$ cat src/rtl/operand_fetch_pipe.sv
// operand_fetch_pipe: registered operand-fetch stage for the SimpleRisc pipeline.
// Decodes the instruction and reads two operands from an internal register file.
// The register file has a writeback port. The stage also expands the immediate
// and computes the branch target, then presents everything one cycle later
// through a valid/ready output register.
//
// Ports:
//   clk, rst                  clock (rising edge), synchronous active-high reset
//   in_valid/in_ready         upstream handshake (in_ready is combinational)
//   instr_in, pc_in           instruction word and its PC
//   isSt_in, isRet_in         read-address steering for stores / returns
//   flush_in                  kill in-flight and incoming instruction
//   wb_en/wb_addr/wb_data     register file write port
//   out_valid/out_ready       downstream handshake
//   opcode_out .. pc_out      registered decode results for the held instruction
module operand_fetch_pipe #(
  parameter int XLEN   = 32,
  parameter int NREGS  = 16,
  parameter int PC_W   = 32,
  parameter int RA_IDX = 15,
  parameter int BYPASS = 1,
  localparam int AW    = $clog2(NREGS)
) (
  input  logic            clk,
  input  logic            rst,
  input  logic            in_valid,
  output logic            in_ready,
  input  logic [31:0]     instr_in,
  input  logic [PC_W-1:0] pc_in,
  input  logic            isSt_in,
  input  logic            isRet_in,
  input  logic            flush_in,
  input  logic            wb_en,
  input  logic [AW-1:0]   wb_addr,
  input  logic [XLEN-1:0] wb_data,
  output logic            out_valid,
  input  logic            out_ready,
  output logic [4:0]      opcode_out,
  output logic            imm_bit_out,
  output logic [AW-1:0]   rd_out,
  output logic [XLEN-1:0] op1_out,
  output logic [XLEN-1:0] op2_out,
  output logic [XLEN-1:0] immx_out,
  output logic [PC_W-1:0] branchTarget_out,
  output logic [PC_W-1:0] pc_out
);

  logic [XLEN-1:0] rf [NREGS];

  logic [AW-1:0]   rd_f, rs1_f, rs2_f, a1, a2, a1_q, a2_q;
  logic [15:0]     imm16;
  logic [1:0]      modifier;
  logic [XLEN-1:0] rd1, rd2, immx;
  logic [PC_W-1:0] btgt;
  logic            accept, hold;

  // Register-address fields are 4 bits wide in the encoding. The size casts
  // truncate or zero-extend them to the register file address width.
  assign rd_f     = AW'(instr_in[25:22]);
  assign rs1_f    = AW'(instr_in[21:18]);
  assign rs2_f    = AW'(instr_in[17:14]);
  assign imm16    = instr_in[15:0];
  assign modifier = instr_in[17:16];

  assign a1 = isRet_in ? AW'(RA_IDX) : rs1_f;
  assign a2 = isSt_in  ? rd_f        : rs2_f;

  // Same-cycle writeback forwarding (compile-time selectable)
  assign rd1 = (BYPASS != 0 && wb_en && wb_addr == a1) ? wb_data : rf[a1];
  assign rd2 = (BYPASS != 0 && wb_en && wb_addr == a2) ? wb_data : rf[a2];

  always_comb begin
    immx = XLEN'($signed(imm16));
    case (modifier)
      2'b01:   immx = XLEN'(imm16);
      2'b10:   immx = XLEN'({imm16, 16'h0000});
      default: immx = XLEN'($signed(imm16));
    endcase
  end

  // The 29-bit signed offset wraps modulo 2^PC_W.
  assign btgt = pc_in + PC_W'($signed({instr_in[26:0], 2'b00}));

  assign in_ready = !out_valid || out_ready;
  assign accept   = in_valid && in_ready && !flush_in;
  assign hold     = out_valid && !out_ready;

  always_ff @(posedge clk) begin
    if (rst) begin
      for (int i = 0; i < NREGS; i++) rf[i] <= '0;
    end else if (wb_en) begin
      rf[wb_addr] <= wb_data;
    end
  end

  always_ff @(posedge clk) begin
    if (rst) begin
      out_valid        <= 1'b0;
      opcode_out       <= '0;
      imm_bit_out      <= 1'b0;
      rd_out           <= '0;
      op1_out          <= '0;
      op2_out          <= '0;
      immx_out         <= '0;
      branchTarget_out <= '0;
      pc_out           <= '0;
      a1_q             <= '0;
      a2_q             <= '0;
    end else if (flush_in) begin
      out_valid <= 1'b0;
    end else if (accept) begin
      out_valid        <= 1'b1;
      opcode_out       <= instr_in[31:27];
      imm_bit_out      <= instr_in[26];
      rd_out           <= rd_f;
      op1_out          <= rd1;
      op2_out          <= rd2;
      immx_out         <= immx;
      branchTarget_out <= btgt;
      pc_out           <= pc_in;
      a1_q             <= a1;
      a2_q             <= a2;
    end else if (hold) begin
      // A stalled consumer must never see stale operands. Track writes to
      // the latched read addresses.
      if (wb_en && wb_addr == a1_q) op1_out <= wb_data;
      if (wb_en && wb_addr == a2_q) op2_out <= wb_data;
    end else if (out_valid) begin
      out_valid <= 1'b0;
    end
  end

endmodule

$ cat config.mk
export PLATFORM = sky130hd
export DESIGN_NAME = operand_fetch_pipe
export DESIGN_NICKNAME = d
export VERILOG_FILES = /design/src/rtl/operand_fetch_pipe.sv
export SDC_FILE = /design/constraint.sdc
export NUM_CORES = 2
export LEC_CHECK = 0
export ABC_AREA = 0
export CELL_PAD_IN_SITES_DETAIL_PLACEMENT = 0
export CELL_PAD_IN_SITES_GLOBAL_PLACEMENT = 2
export CORE_ASPECT_RATIO = 0.8
export CORE_MARGIN = 4
export CORE_UTILIZATION = 40
export CTS_BUF_LIST = sky130_fd_sc_hd__clkbuf_8
export DETAILED_ROUTE_END_ITERATION = 7
export PLACE_DENSITY_LB_ADDON = 0.15
export SETUP_SLACK_MARGIN = 0.02
export SYNTH_ARGS = -nofsm -noshare
export SYNTH_HDL_FRONTEND = slang
export SYNTH_SLANG_ARGS = --single-unit
$ cat constraint.sdc
create_clock -name clk -period 3.2 [get_ports clk]
set_input_delay 0.48 -clock clk [delete_from_list [all_inputs] [get_ports clk]]
set_output_delay 0.48 -clock clk [all_outputs]
set_load 0.02 [all_outputs]
### Wiring by layer

Scale: 1 px per um.
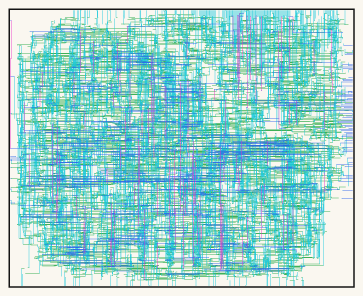
metal 3 -> blue  # wire length 13500 um
metal 1 -> green  # wire length 57.1 mm
metal 4 -> magenta  # wire length 4330 um
metal 2 -> cyan  # wire length 60.8 mm

### Pin map

Scale: 1 px per um. Pins as bars across the die edge, other pins in grey.
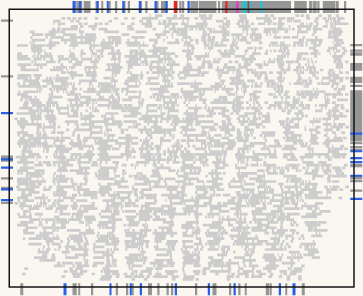
`rd_out` -> cyan  # pins 4, direction output, edge top
`opcode_out` -> red  # pins 5, direction output, edge top
`wb_en` -> magenta  # pins 1, direction input, edge top
`op2_out` -> blue  # pins 32, direction output, edge 11 bottom, 10 top, 6 right, 5 left
all pins by edge = 165 top, 65 right, 37 bottom, 13 left
PortBufs: 279
Die Ht: 276.2 um
chip width: 343.3 um

==> flow_metrics.tcl <==
# flow metrics
set metrics [dict create \
    instances_no_fill 5066 \
    setup.worst_path.end_class "flip-flop" \
    grt_use_total_pct 28.06 \
    yosysWarnings 0 \
    crit_path_max_fanout 3 \
    numCtsBuffers 117 \
    warnings 31 \
    drc 0 \
    clock_power_mw 7.92 \
    clkTransAtPathRegs_ps 60 \
    logic_family "simple AND/OR/NAND/NOR gates" \
    ys_ff 689 \
    peakVddDrop_v 0.0002893 \
    leakagePower_nw 16.33 \
    worstRegToRegCells 7 \
    antenna_found_initial 18 \
    ys_chip_area_um2 35970 \
    tritoncts "done" \
    finalWorstSetupSlack_ps 446.7 \
    mux_area_share_pct 6.504 \
    whs_path_depth 2 \
    period_minus_slack_ps 2753 \
    worstReg2RegStart "out_valid" \
    largest_reg_flops 512 \
    dpl_worst_slack_ps -327.5 \
    largest_register "rf" \
    top_area_cell "edfxtp_1" \
    crit_slowest_cell "clkdlybuf4s50_1" \
    cp_top_family "AND-OR/OR-AND gates" \
    grt_max_degree 110 \
    critical_path_class "primary input to flip-flop" \
    core.rowCount 98 \
    mostFrequentLayoutCell "nand2_1" \
    ff_type "edfxtp_1" \
    drtIter0Drc 3461 \
    syn_area_per_cell_um2 10.37 \
    ys_cells 3470 \
    crit_top_cell "o21ai_1" \
    wire_per_inst_um 26.78 \
    drive_gt1_share_pct 12.87 \
    power.share.sequential_pct 47.1 \
    finalClockPeriodUsage_pct 86.04 \
    ctsLongestPathBuffers 3 \
    synth-edff-count 512 \
    cts.repair.resized 0 \
    p_int_mw 15.79 \
    ys_seq_share_pct 52.59 \
    worstPathRequired_ps 3820 \
    switchingPower_mw 6.337 \
    async_flop_share_pct 0 \
    swShare_pct 28.64 \
    dpl_cell_area_um2 41290 \
    reg2reg_to "op1_out[24]" \
    reg2reg_slack_ps 690 \
    finalPower_mw 22.13 \
    ys_types 67 \
    fp_util_pct 40.30 \
    hold_start "rst" \
    critPathLaunch "pc_in[2]" \
    p_comb_mw 3.78 \
    synth_cells 3470 \
    core_area_um2 89270 \
    simple_gate_area_share_pct 21.97 \
    ctsHoldBuffers 0 \
    outcome "finished, final reports clean" \
    netlist_top_cells_area "edfxtp_1 (43%), dfxtp_1 (9.9%), and2_1 (9.0%), nand2_1 (7.1%), mux4_2 (4.9%)" \
    fin_tns_setup_ps 0 \
    maxSlewHeadroom_pct 26.76 \
    timing.max_cap.violations 0 \
    first_pass_iters 6 \
    p_comb_share_pct 17.1 \
    hold_viol 0 \
    grt_pass1_vias 29100 \
    rsz0062_at_grt "false" \
    worstPathArrival_ps 3380 \
    vias_per_cell 5.810 \
    cpPeakStageDelay_ps 500 \
    top_power_group "sequential cells" \
    top_cells_by_count "nand2_1 (681), and2_1 (516), edfxtp_1 (512), clkbuf_1 (222), dfxtp_1 (177)" \
    crit_end "branchTarget_out[28]" \
    globalplace.congestion 0.8756 \
    fp_nets 3610 \
    final_cell_mix "nand2_1 (681), and2_1 (516), edfxtp_1 (512)" \
    postRouteAntennaNets 0 \
    cts_setup_buffers 0 \
    grt_pass1_wl_mm 196.9 \
    start_kind "primary input" \
    pwr-share-clk_pct 35.8 \
    xor_area_share_pct 0.8521 \
    synth_top_area_share_pct 42.74 \
    h-tree-depth 3 \
    power_density_nw_per_um2 507.2 \
    ctsRootBufferMaster "clkbuf_8" \
    path_cells "clkdlybuf4s50_1, ha_1, inv_1, fa_1, nand2b_1, a21oi_1, buf_4, o21a_1, o21ai_1, o31ai_1, a221oi_1, xor2_1, o21ai_1" \
]
### Clock nets

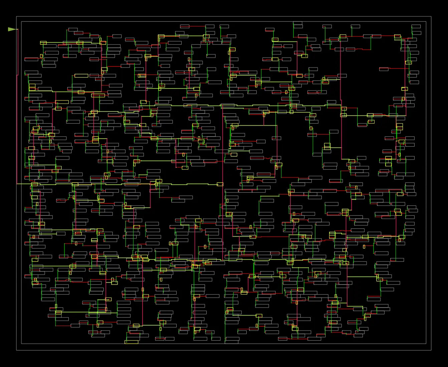
Final Skew: 40.99 ps
worst-skew pair later-pin latency: 780 ps
clk sinks: 689
Clock buffer cells: 135

[routing by layer]
layer | up-vias | wire length, um | GRT usage [%]
met5 | - | 0 | 0
met4 | 0 | 4331 | 9.491
met3 | 245 | 13510 | 7.035
met2 | 1442 | 60750 | 42.62
met1 | 14560 | 57070 | 39.25
li1 | 13180 | - | -
[area by class of cell]
| class | count | area, um2 | area share [%] |
|---|---|---|---|
| Tap cell | 1200 | 1501 | 3.441 |
| Multi-Input combinational cell | 2411 | 15650 | 35.86 |
| Antenna cell | 13 | 32.53 | 0.07456 |
| Timing Repair Buffer | 485 | 5036 | 11.54 |
| Inverter | 50 | 187.7 | 0.4302 |
| Sequential cell | 689 | 18920 | 43.36 |
| Clock inverter | 83 | 447.9 | 1.027 |
| Clock buffer | 135 | 1858 | 4.259 |
No activity file was given, so power comes from the tool's default toggle rates.
